<file path="src/rtl/bank_burst_if.sv">
// Command-side bus of the per-bank burst sequencer: command handshake,
// write-beat data request, read-beat return and status.
interface bank_burst_if #(
  parameter int unsigned DEVICE_WIDTH = 4,
  parameter int unsigned COLS         = 1024,
  parameter int unsigned CHWIDTH      = 5
);
  localparam int unsigned COLW = $clog2(COLS);

  logic                    cmd_valid;
  logic                    cmd_ready;
  logic [2:0]              cmd;
  logic [CHWIDTH-1:0]      row_in;
  logic [COLW-1:0]         col_in;
  logic [DEVICE_WIDTH-1:0] wdata_in;
  logic                    wdata_req;
  logic [DEVICE_WIDTH-1:0] rdata_out;
  logic                    rdata_valid;
  logic                    row_open;
  logic                    err;

  modport master (
    output cmd_valid, cmd, row_in, col_in, wdata_in,
    input  cmd_ready, wdata_req, rdata_out, rdata_valid, row_open, err
  );

  modport slave (
    input  cmd_valid, cmd, row_in, col_in, wdata_in,
    output cmd_ready, wdata_req, rdata_out, rdata_valid, row_open, err
  );
endinterface

</file>
<file path="src/rtl/bank_burst_ctrl.sv">
// Per-bank command sequencer: decodes ACT/RD/WR/PRE/RDA/WRA, holds the open row
// and walks BL wrapped column beats into the Bank SRAM wrapper.
module bank_burst_ctrl #(
  parameter int unsigned DEVICE_WIDTH = 4,
  parameter int unsigned COLS         = 1024,
  parameter int unsigned BL           = 8,
  parameter int unsigned CHWIDTH      = 5
) (
  input  logic                     clk,
  input  logic                     rst,
  bank_burst_if.slave              bus,
  output logic                     bank_rd_o_wr,
  output logic [CHWIDTH-1:0]       bank_row,
  output logic [$clog2(COLS)-1:0]  bank_column,
  output logic [DEVICE_WIDTH-1:0]  bank_dqin,
  input  logic [DEVICE_WIDTH-1:0]  bank_dqout
);
  localparam int unsigned COLW = $clog2(COLS);
  localparam int unsigned LW   = $clog2(BL);

  localparam logic [2:0] CMD_NOP = 3'd0;
  localparam logic [2:0] CMD_ACT = 3'd1;
  localparam logic [2:0] CMD_RD  = 3'd2;
  localparam logic [2:0] CMD_WR  = 3'd3;
  localparam logic [2:0] CMD_PRE = 3'd4;
  localparam logic [2:0] CMD_RDA = 3'd5;
  localparam logic [2:0] CMD_WRA = 3'd6;

  localparam logic [COLW-1:0] LOW_MASK = COLW'(BL - 1);

  typedef enum logic [1:0] {IDLE, OPEN, RDB, WRB} state_t;

  state_t            state, state_d;
  logic [CHWIDTH-1:0] row_d;
  logic [COLW-1:0]   col_d, col_wrap;
  logic [LW-1:0]     beat, beat_d;
  logic              auto_pre, auto_pre_d;
  logic              we_d, wreq_q, rd_beat, rd_beat_d;
  logic              rv_q, rv_d, err_q, err_d;
  logic              ready_q, open_q;
  logic              accept;

  // Next column inside the BL-aligned block; upper column bits never move.
  assign col_wrap = (bank_column & ~LOW_MASK) | ((bank_column + COLW'(1)) & LOW_MASK);
  assign accept   = bus.cmd_valid & ready_q;

  always_comb begin
    state_d    = state;
    row_d      = bank_row;
    col_d      = bank_column;
    beat_d     = beat;
    auto_pre_d = auto_pre;
    we_d       = 1'b0;
    rd_beat_d  = 1'b0;
    rv_d       = rd_beat;
    err_d      = 1'b0;
    unique case (state)
      IDLE: begin
        if (accept) begin
          unique case (bus.cmd)
            CMD_ACT: begin
              row_d   = bus.row_in;
              state_d = OPEN;
            end
            CMD_NOP, CMD_PRE: ;
            default: err_d = 1'b1;
          endcase
        end
      end
      OPEN: begin
        if (accept) begin
          unique case (bus.cmd)
            CMD_RD, CMD_RDA: begin
              state_d    = RDB;
              col_d      = bus.col_in;
              beat_d     = '0;
              auto_pre_d = (bus.cmd == CMD_RDA);
              rd_beat_d  = 1'b1;
            end
            CMD_WR, CMD_WRA: begin
              state_d    = WRB;
              col_d      = bus.col_in;
              beat_d     = '0;
              auto_pre_d = (bus.cmd == CMD_WRA);
              we_d       = 1'b1;
            end
            CMD_PRE: state_d = IDLE;
            CMD_NOP: ;
            default: err_d = 1'b1;
          endcase
        end
      end
      RDB, WRB: begin
        if (beat == LW'(BL - 1)) begin
          state_d = auto_pre ? IDLE : OPEN;
        end else begin
          beat_d    = beat + 1'b1;
          col_d     = col_wrap;
          rd_beat_d = (state == RDB);
          we_d      = (state == WRB);
        end
      end
      default: state_d = IDLE;
    endcase
  end

  always_ff @(posedge clk or posedge rst) begin
    if (rst) begin
      state        <= IDLE;
      bank_row     <= '0;
      bank_column  <= '0;
      beat         <= '0;
      auto_pre     <= 1'b0;
      bank_rd_o_wr <= 1'b0;
      wreq_q       <= 1'b0;
      rd_beat      <= 1'b0;
      rv_q         <= 1'b0;
      err_q        <= 1'b0;
      ready_q      <= 1'b1;
      open_q       <= 1'b0;
    end else begin
      state        <= state_d;
      bank_row     <= row_d;
      bank_column  <= col_d;
      beat         <= beat_d;
      auto_pre     <= auto_pre_d;
      bank_rd_o_wr <= we_d;
      wreq_q       <= we_d;
      rd_beat      <= rd_beat_d;
      rv_q         <= rv_d;
      err_q        <= err_d;
      ready_q      <= (state_d == IDLE) || (state_d == OPEN);
      open_q       <= (state_d != IDLE);
    end
  end

  // Bank already registers its read data, so the beat is passed straight through.
  assign bank_dqin       = bus.wdata_in;
  assign bus.rdata_out   = rv_q ? bank_dqout : '0;
  assign bus.rdata_valid = rv_q;
  assign bus.wdata_req   = wreq_q;
  assign bus.cmd_ready   = ready_q;
  assign bus.row_open    = open_q;
  assign bus.err         = err_q;
endmodule

</file>
<file path="src/flat_wrapper.sv">
// flat-port wrapper written by rule: the top's interface ports become plain ports
module bank_burst_ctrl_flat 
#(
  parameter int unsigned DEVICE_WIDTH = 4,
  parameter int unsigned COLS         = 1024,
  parameter int unsigned BL           = 8,
  parameter int unsigned CHWIDTH      = 5
)
  (clk, rst, bank_rd_o_wr, bank_row, bank_column, bank_dqin, bank_dqout, bus_cmd_valid, bus_cmd, bus_row_in, bus_col_in, bus_wdata_in, bus_cmd_ready, bus_wdata_req, bus_rdata_out, bus_rdata_valid, bus_row_open, bus_err);
  bank_burst_if #(.DEVICE_WIDTH(DEVICE_WIDTH), .COLS(COLS), .CHWIDTH(CHWIDTH)) bus_i ();
  input  logic clk;
  input  logic rst;
  output logic bank_rd_o_wr;
  output logic [CHWIDTH-1:0] bank_row;
  output logic [$clog2(COLS)-1:0] bank_column;
  output logic [DEVICE_WIDTH-1:0] bank_dqin;
  input  logic [DEVICE_WIDTH-1:0] bank_dqout;
  input wire logic [$bits(bus_i.cmd_valid)-1:0] bus_cmd_valid;
  input wire logic [$bits(bus_i.cmd)-1:0] bus_cmd;
  input wire logic [$bits(bus_i.row_in)-1:0] bus_row_in;
  input wire logic [$bits(bus_i.col_in)-1:0] bus_col_in;
  input wire logic [$bits(bus_i.wdata_in)-1:0] bus_wdata_in;
  output wire logic [$bits(bus_i.cmd_ready)-1:0] bus_cmd_ready;
  output wire logic [$bits(bus_i.wdata_req)-1:0] bus_wdata_req;
  output wire logic [$bits(bus_i.rdata_out)-1:0] bus_rdata_out;
  output wire logic [$bits(bus_i.rdata_valid)-1:0] bus_rdata_valid;
  output wire logic [$bits(bus_i.row_open)-1:0] bus_row_open;
  output wire logic [$bits(bus_i.err)-1:0] bus_err;
  assign bus_i.cmd_valid = bus_cmd_valid;
  assign bus_i.cmd = bus_cmd;
  assign bus_i.row_in = bus_row_in;
  assign bus_i.col_in = bus_col_in;
  assign bus_i.wdata_in = bus_wdata_in;
  assign bus_cmd_ready = bus_i.cmd_ready;
  assign bus_wdata_req = bus_i.wdata_req;
  assign bus_rdata_out = bus_i.rdata_out;
  assign bus_rdata_valid = bus_i.rdata_valid;
  assign bus_row_open = bus_i.row_open;
  assign bus_err = bus_i.err;
  bank_burst_ctrl #(.DEVICE_WIDTH(DEVICE_WIDTH), .COLS(COLS), .BL(BL), .CHWIDTH(CHWIDTH)) u_core (.clk(clk), .rst(rst), .bus(bus_i), .bank_rd_o_wr(bank_rd_o_wr), .bank_row(bank_row), .bank_column(bank_column), .bank_dqin(bank_dqin), .bank_dqout(bank_dqout));
endmodule
</file>
<file path="config.mk">
export PLATFORM = sky130hd
export DESIGN_NAME = bank_burst_ctrl_flat
export DESIGN_NICKNAME = d
export VERILOG_FILES = /design/src/rtl/bank_burst_if.sv /design/src/rtl/bank_burst_ctrl.sv /design/src/flat_wrapper.sv
export SDC_FILE = /design/constraint.sdc
export NUM_CORES = 1
export LEC_CHECK = 0
export CORE_UTILIZATION = 42
export DETAILED_ROUTE_END_ITERATION = 10
export GPL_TIMING_DRIVEN = 0
export PLACE_DENSITY_LB_ADDON = 0.12
export SLEW_MARGIN = 5
export SYNTH_ARGS = -nofsm -noshare
export SYNTH_HDL_FRONTEND = slang
export SYNTH_SLANG_ARGS = --single-unit
</file>
<file path="constraint.sdc">
create_clock -name clk -period 1.95 [get_ports clk]
set_clock_uncertainty 0.1 [all_clocks]
set_input_delay 0.2925 -clock clk [delete_from_list [all_inputs] [get_ports clk]]
set_output_delay 0.2925 -clock clk [all_outputs]
set_load 0.005 [all_outputs]
</file>
Run 1, floorplan with the power grid:
Bar = 20 um. Pins as bars on the die edge.
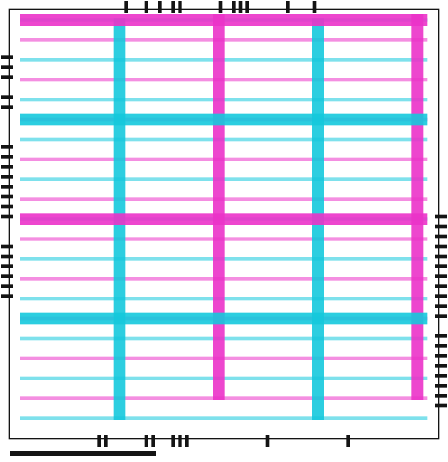
VDD: shown in magenta. VSS: shown in cyan.
4 straps on met4. 4 straps on met5. 21 met1 rails follow the rows.

Run 1, cell classes on the final placement:
Bar = 20 um.
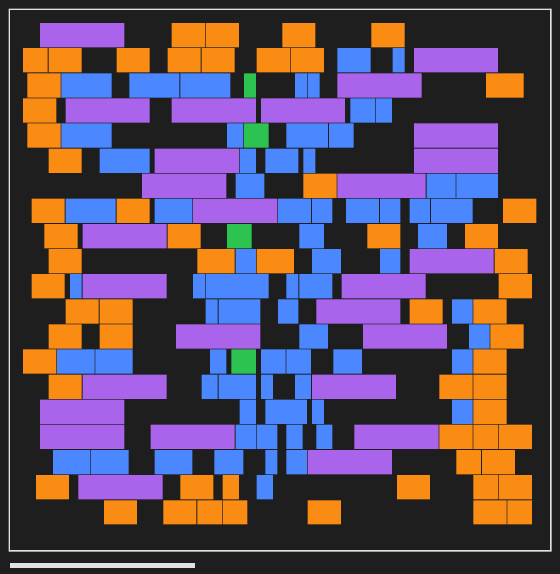
sequential cells: shown in purple, cells 27, share of their area 36%. remaining buffers and delay cells: shown in orange, cells 61, share of their area 32%. clock drivers and dummy loads: shown in green, cells 4, share of their area 1.4%. combinational and other logic: shown in blue, cells 70, share of their area 31%.

Run 1, routed clock nets over the placement:
Bar = 20 um.
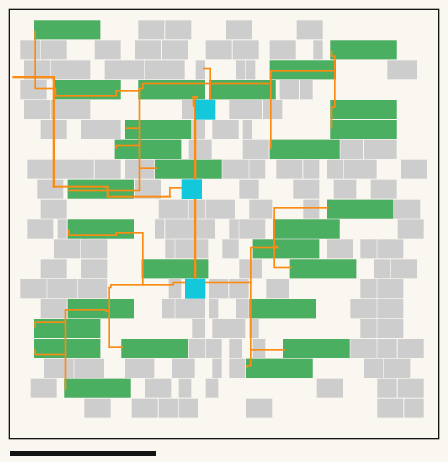
flip-flops: shown in green, count 27. clock drivers: shown in cyan, count 3. clock wires: shown in orange, length 304 um.
Position of the flops: widely spread. There are 4 routed clock nets.

==> run notes, run 1 <==
run metrics: status completed, GPL Wtd Cong 0.8180, layout cell share with drive strength beyond 1 20.37%, drt wl/cell 12.75 um, Post-Syn Area 1340 um2, Post-synth area hogs dfrtp_1 (49%), mux2_4 (6.7%), mux2_2 (5.0%), CP max stage cell dfrtp_1, Worst setup SP type register, Sink Count 27, DP Area 1896 um2, core area 3028 um2, Leading cell kind registers, hold path depth 2, GR peak layer met2, post-synthesis cell type count 39, reg2reg setup slack 0.09 ns, Inserted Clock Buffers 3, Tightest Pin Transition 0.9970 ns, Post-synth EDFFs 0, row count 20, multi-input logic area 546.8 um2, max cap viols 0, drt via density 4.879, count of tool warnings 26, die width 58.49 um, Synth Seq Share 50.51%, first-pass GRT wire length 4388 um, Ports 58, type of the worst setup path reg -> reg, cts repair resizes 0, drt drc 0, Tot Pwr 2.343 mW, Setup TNS 0 ns, Pre-antenna DRT Iters 4, Tot GR Track Use 17.03%, Worst setup startpoint u_core.beat[0], fin. max-slew vios 0, fraction of area in registers 35.22%, hold crit path type in -> reg, crit path cell chain ha_1 > ha_1 > nand2b_1 > and2_4 > buf_6 > a22o_1, critical path arrival 1.98 ns, die area 3421 um2, Hold Vio Cnt, Final 0, post-cts hold buffer count 0, worst rel slew slack 33.46%, clock root buffer clkbuf_4, Power Density 1219 nW/um2, Flop area 676.9 um2, # clk buffers 4, pin count of the biggest net entering global routing 28, post-route setup slack 0.09010 ns, Pre-Place Util 44.26%, Final HPWL DP 2023 um, number of H-tree levels 1, critical path endpoint u_core.beat[2], TritonCTS clock tree built, Post-CTS Setup Inserts 0, Registers, synthesis 27, worst path required time 2.07 ns, endpoints failing setup 0, Final ANT Viol Nets 0, yosys stat area 1340 um2, ys flop type dfrtp_1, met1 usage 19.17%, vias in the first global route 1052, TAP cells 44, Peak supply drop 0.5126 mV
[run 1: worst max-delay path: cells and delay by family (launching register included)]
family / cells / cell delay (ns)
and+or+nand+nor: 2 / 0.48
AOI/OAI and AO/OA: 1 / 0.18
buffers and inverters: 1 / 0.12
DFF: 1 / 0.43
adders and majority gates: 2 / 0.45
[run 1: per-layer routing]
metal,up-vias,share of wire [%]
li1,477,-
met1,482,41
met2,41,51
met3,5,6.6
met4,0,1.6
met5,-,0
[run 1: cells by family (layout without fill, tap and decap cells)]
group                    Yosys count  count (layout)  share of synthesized area, %
multiplexers                      14              14                         13.26
AND/OR/NAND/NOR                   26              26                         12.61
AND-OR/OR-AND                     20              20                         11.48
XOR/XNOR                           1               1                        0.6537
flip-flops                        27              27                         50.51
buffers and inverters             17              71                         8.683
adder cells (fa/ha/maj)            3               3                         2.801
[run 1: flip-flops by register name (all words and copies together), names as in the netlist]
name / count
u_core.bank_column: 10
u_core.bank_row: 5
u_core.beat: 3
u_core.state: 2
u_core.auto_pre: 1
u_core.bank_rd_o_wr: 1
u_core.bus.cmd_ready: 1
u_core.bus.err: 1
u_core.bus.rdata_valid: 1
u_core.bus.row_open: 1
u_core.rd_beat: 1
[run 1: layout by cell type (no fill, tap or decap), drive strengths merged, types with 2 or more instances in the layout]
cell type       n
ha              3
buf            11
nor2b           2
o22ai           2
mux2           12
o21ai           4
inv             6
clkdlybuf4s50  50
nand3           2
nand3b          2
o211ai          2
and2            7
dfrtp          26
mux2i           2
a22o            2
a21oi           4
nor2            5
clkbuf          4
and3b           2
[run 1: where the power goes]
part	internal, mW	switching (mW)
clock	0.0801	0.159
sequential	0.817	0.161
combinational	0.759	0.368
Run 1, metal layers overlaid:
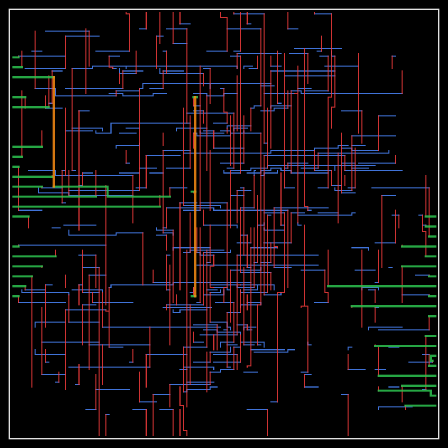

==> run 2: changes to the inputs <==
Settings changed: CORE_UTILIZATION 42 to 38.
Clock period 1.95 ns to 1.66 ns, I/O delays scaled along.
Run 2, metal layers overlaid:
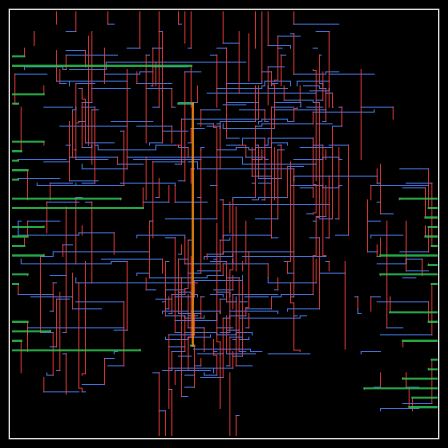
metal 1: shown in blue, wire length 1170 um. metal 2: shown in red, wire length 1380 um. metal 4: shown in orange, wire length 34.7 um. metal 3: shown in green, wire length 186 um.

Run 2, routing congestion:
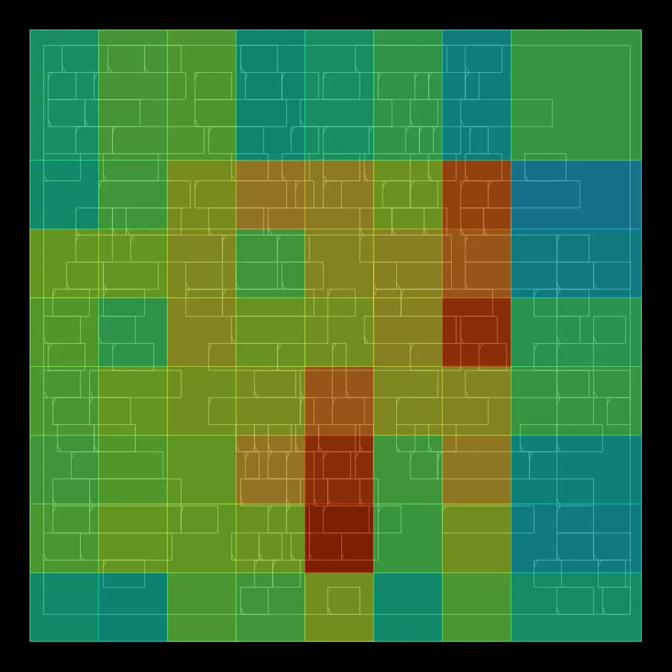
grt met3 use: 3.151%
Tot GR Track Use: 15.33%
drt wl/cell: 12.64 um

==> run 2 against run 1 <==
Against the previous run: routed wire length rose by 5.4%; sequential share of layout area fell by 2.2 points; via count up 3.1%; first-iteration DRC count decreased by 68%; critical path type unchanged; largest power group unchanged; global-route usage is 1.7 points lower.
==> run notes, run 2 <==
run metrics: CP endpoint kind register, status completed, top flop regs u_core.bank_column x10, u_core.bank_row x5, u_core.beat x3, row count 21 (+5.0%), unrepaired setup endpoints after global routing true, sw frac 29.71% (+0.37 points), Placed Instances 204, leakage 0.9832 nW, yosys stat area 1340 um2 (unchanged), Tot Pwr 2.953 mW (+26%), layout cell share with drive strength beyond 1 27.17% (+6.8 points), Mapped Avg Cell Area 12.41 um2, Worst setup SP type register, Psw 0.8776 mW (+28%), P&R area growth vs syn 52.94%, Tightest Pin Transition 1.000 ns (+0.003099 ns), TritonCTS clock tree built, CP max stage cell dfrtp_1, clock root buffer clkbuf_4, CTS clk-pin slew, worst paths 0.15 ns, count of tool warnings 27 (+3.8%), clock period minus worst slack 1.621 ns, total gr overflow 0, critical path arrival 1.76 ns (-0.22 ns), clk_lat worst skew 0.33 ns, worst rel slew slack 33.25% (-0.21 points), post-route setup slack 0.03920 ns (-0.05090 ns), antenna cells 0, ys flop type dfrtp_1, final instance area 2049 um2, Final period util 97.64%, Power Internal 2.076 mW (+25%), Floorplan Nets 140, Power Density 1441 nW/um2 (+18%), DR vias 1036, Final nets 206, ys async rst share 100.0%, Synth Seq Share 50.51% (unchanged), Hold Vio Cnt, Final 0 (unchanged), most frequent cells in the layout clkdlybuf4s50_1 (43), dfrtp_1 (26), buf_4 (17), first-pass GRT wire length 4195 um (-4.4%), drt via density 4.731 (-3.0%), die width 61.39 um (+5.0%), Pre-Place Util 39.84% (-4.4 points), final hold slack 0.03078 ns, most instantiated cells after synthesis dfrtp_1 (26), buf_4 (7), mux2_2 (6), mux2_4 (6), Setup TNS 0 ns (unchanged), Final HPWL DP 1969 um (-2.7%), Synth Instances 108, clock buffer depth 2, Area leader share 48.55%, # Cells Yosys 108, Synth area leader dfrtp_1, Inserted Clock Buffers 3 (unchanged), Post-synth EDFFs 0 (unchanged), Final ANT Viol Nets 0 (unchanged), initial antenna violation count 0, Largest Register u_core.bank_column, worst path required time 1.79 ns (-0.28 ns), YS warnings 0, sequential power share 39.1% (-2.6 points), dpl ws -0.1777 ns, pin count of the biggest net entering global routing 28 (unchanged), delay-heaviest family, CP AND-OR/OR-AND gates, CP Buf/Inv Count 2 (+1), clock share of power 9.9% (-0.3 points), core area 3363 um2 (+11%), max reg flops 10 (unchanged), die height 61.39 um, Post-synth area hogs dfrtp_1 (49%), mux2_4 (6.7%), mux2_2 (5.0%), Registers, synthesis 27 (unchanged), DP Area 1906 um2 (+0.53%), Commonest Layout Cell clkdlybuf4s50_1, number of port buffers 50, max cap viols 0 (unchanged), Ports 58 (unchanged), die area 3768 um2 (+10%), worst-path fanout max 8, Post-Syn Area 1340 um2 (unchanged), vias in the first global route 1003 (-4.7%), fin. max-slew vios 0 (unchanged), Crit path largest cell delay 0.40 ns, non-filler cells, final 219, post-synthesis cell type count 39 (unchanged), hold crit path type in -> reg, Synth top cell by count dfrtp_1, endpoints failing setup 0 (unchanged), post-cts hold buffer count 0 (unchanged), 1st-iter DRT viols 7, Sink Count 27 (unchanged), type of the worst setup path reg -> reg, Final Util 60.94%, number of H-tree levels 1 (unchanged), achievable frequency 617.0 MHz, Peak supply drop 0.7026 mV (+37%), GPL Wtd Cong 0.8431 (+3.1%), drt drc 0 (unchanged), crit path cell chain buf_6 > nand4b_1 > o21bai_4 > and2_4 > buf_6 > a22o_1, Gate power share 51.0% (+2.9 points), crit-path most repeated cell buf_6, Pre-antenna DRT Iters 4 (unchanged), drt total wl 2769 um
## run 2: per-layer routing
metal,track usage (%),up-vias,routed length [um]
li1,-,503,-
met1,16.64,489,1170
met2,28.42,42,1378
met3,3.151,2,185
met4,7.302,0,34
met5,0,-,0
## run 2: cell families (layout without fill, tap and decap cells)
kind of cell	Yosys count	in the layout	share of synthesized area, %
flip-flops	27	27	50.51
AND/OR/NAND/NOR	26	26	12.61
AND-OR/OR-AND	20	20	11.48
buffers and inverters	17	82	8.683
multiplexers	14	14	13.26
adder cells (fa/ha/maj)	3	3	2.801
XOR/XNOR	1	1	0.6537
## run 2: final timing paths
check                                start                endpoint  slack (ns)  depth (start not counted)
hold reg to reg             u_core.rd_beat  u_core.bus.rdata_valid        0.26                          0
hold / removal                  bus_cmd[1]         u_core.auto_pre        0.03                          2
max in group asynchronous              rst         u_core.state[0]        0.53                          2
setup / recovery           u_core.state[1]          u_core.beat[2]        0.04                          6
min in group asynchronous              rst   u_core.bank_column[3]        0.33                          2
setup reg to reg           u_core.state[1]          u_core.beat[2]        0.04                          6
## run 2: power by group through the flow
stage	clock network, mW	logic (mW)	registers, mW
2_1_floorplan	0	0.671	1.15
3_3_place_gp	0	1.33	1.14
3_5_place_dp	0	1.35	1.16
4_1_cts	0.299	1.38	1.15
5_1_grt	0.324	1.66	1.19
6_report	0.293	1.51	1.15
## run 2: area by class of cell
cell class	instances	area [um2]
repair buffers	61	599.3
flip-flops and latches	27	676.9
fillers	297	1314
multi-input cells	64	569.3
clock buffers	4	26.28
well taps	46	57.56
plain buffers	11	95.09
inverters	6	25.02
## run 2: timing repair
action | CTS | global route
setup endpoints to repair | 13 | 13
buffers inserted | 3 | 7
gates cloned | 0 | 1
resized | 6 | 5
pin swaps | 1 | 0
Power and IR drop assume default switching activity.
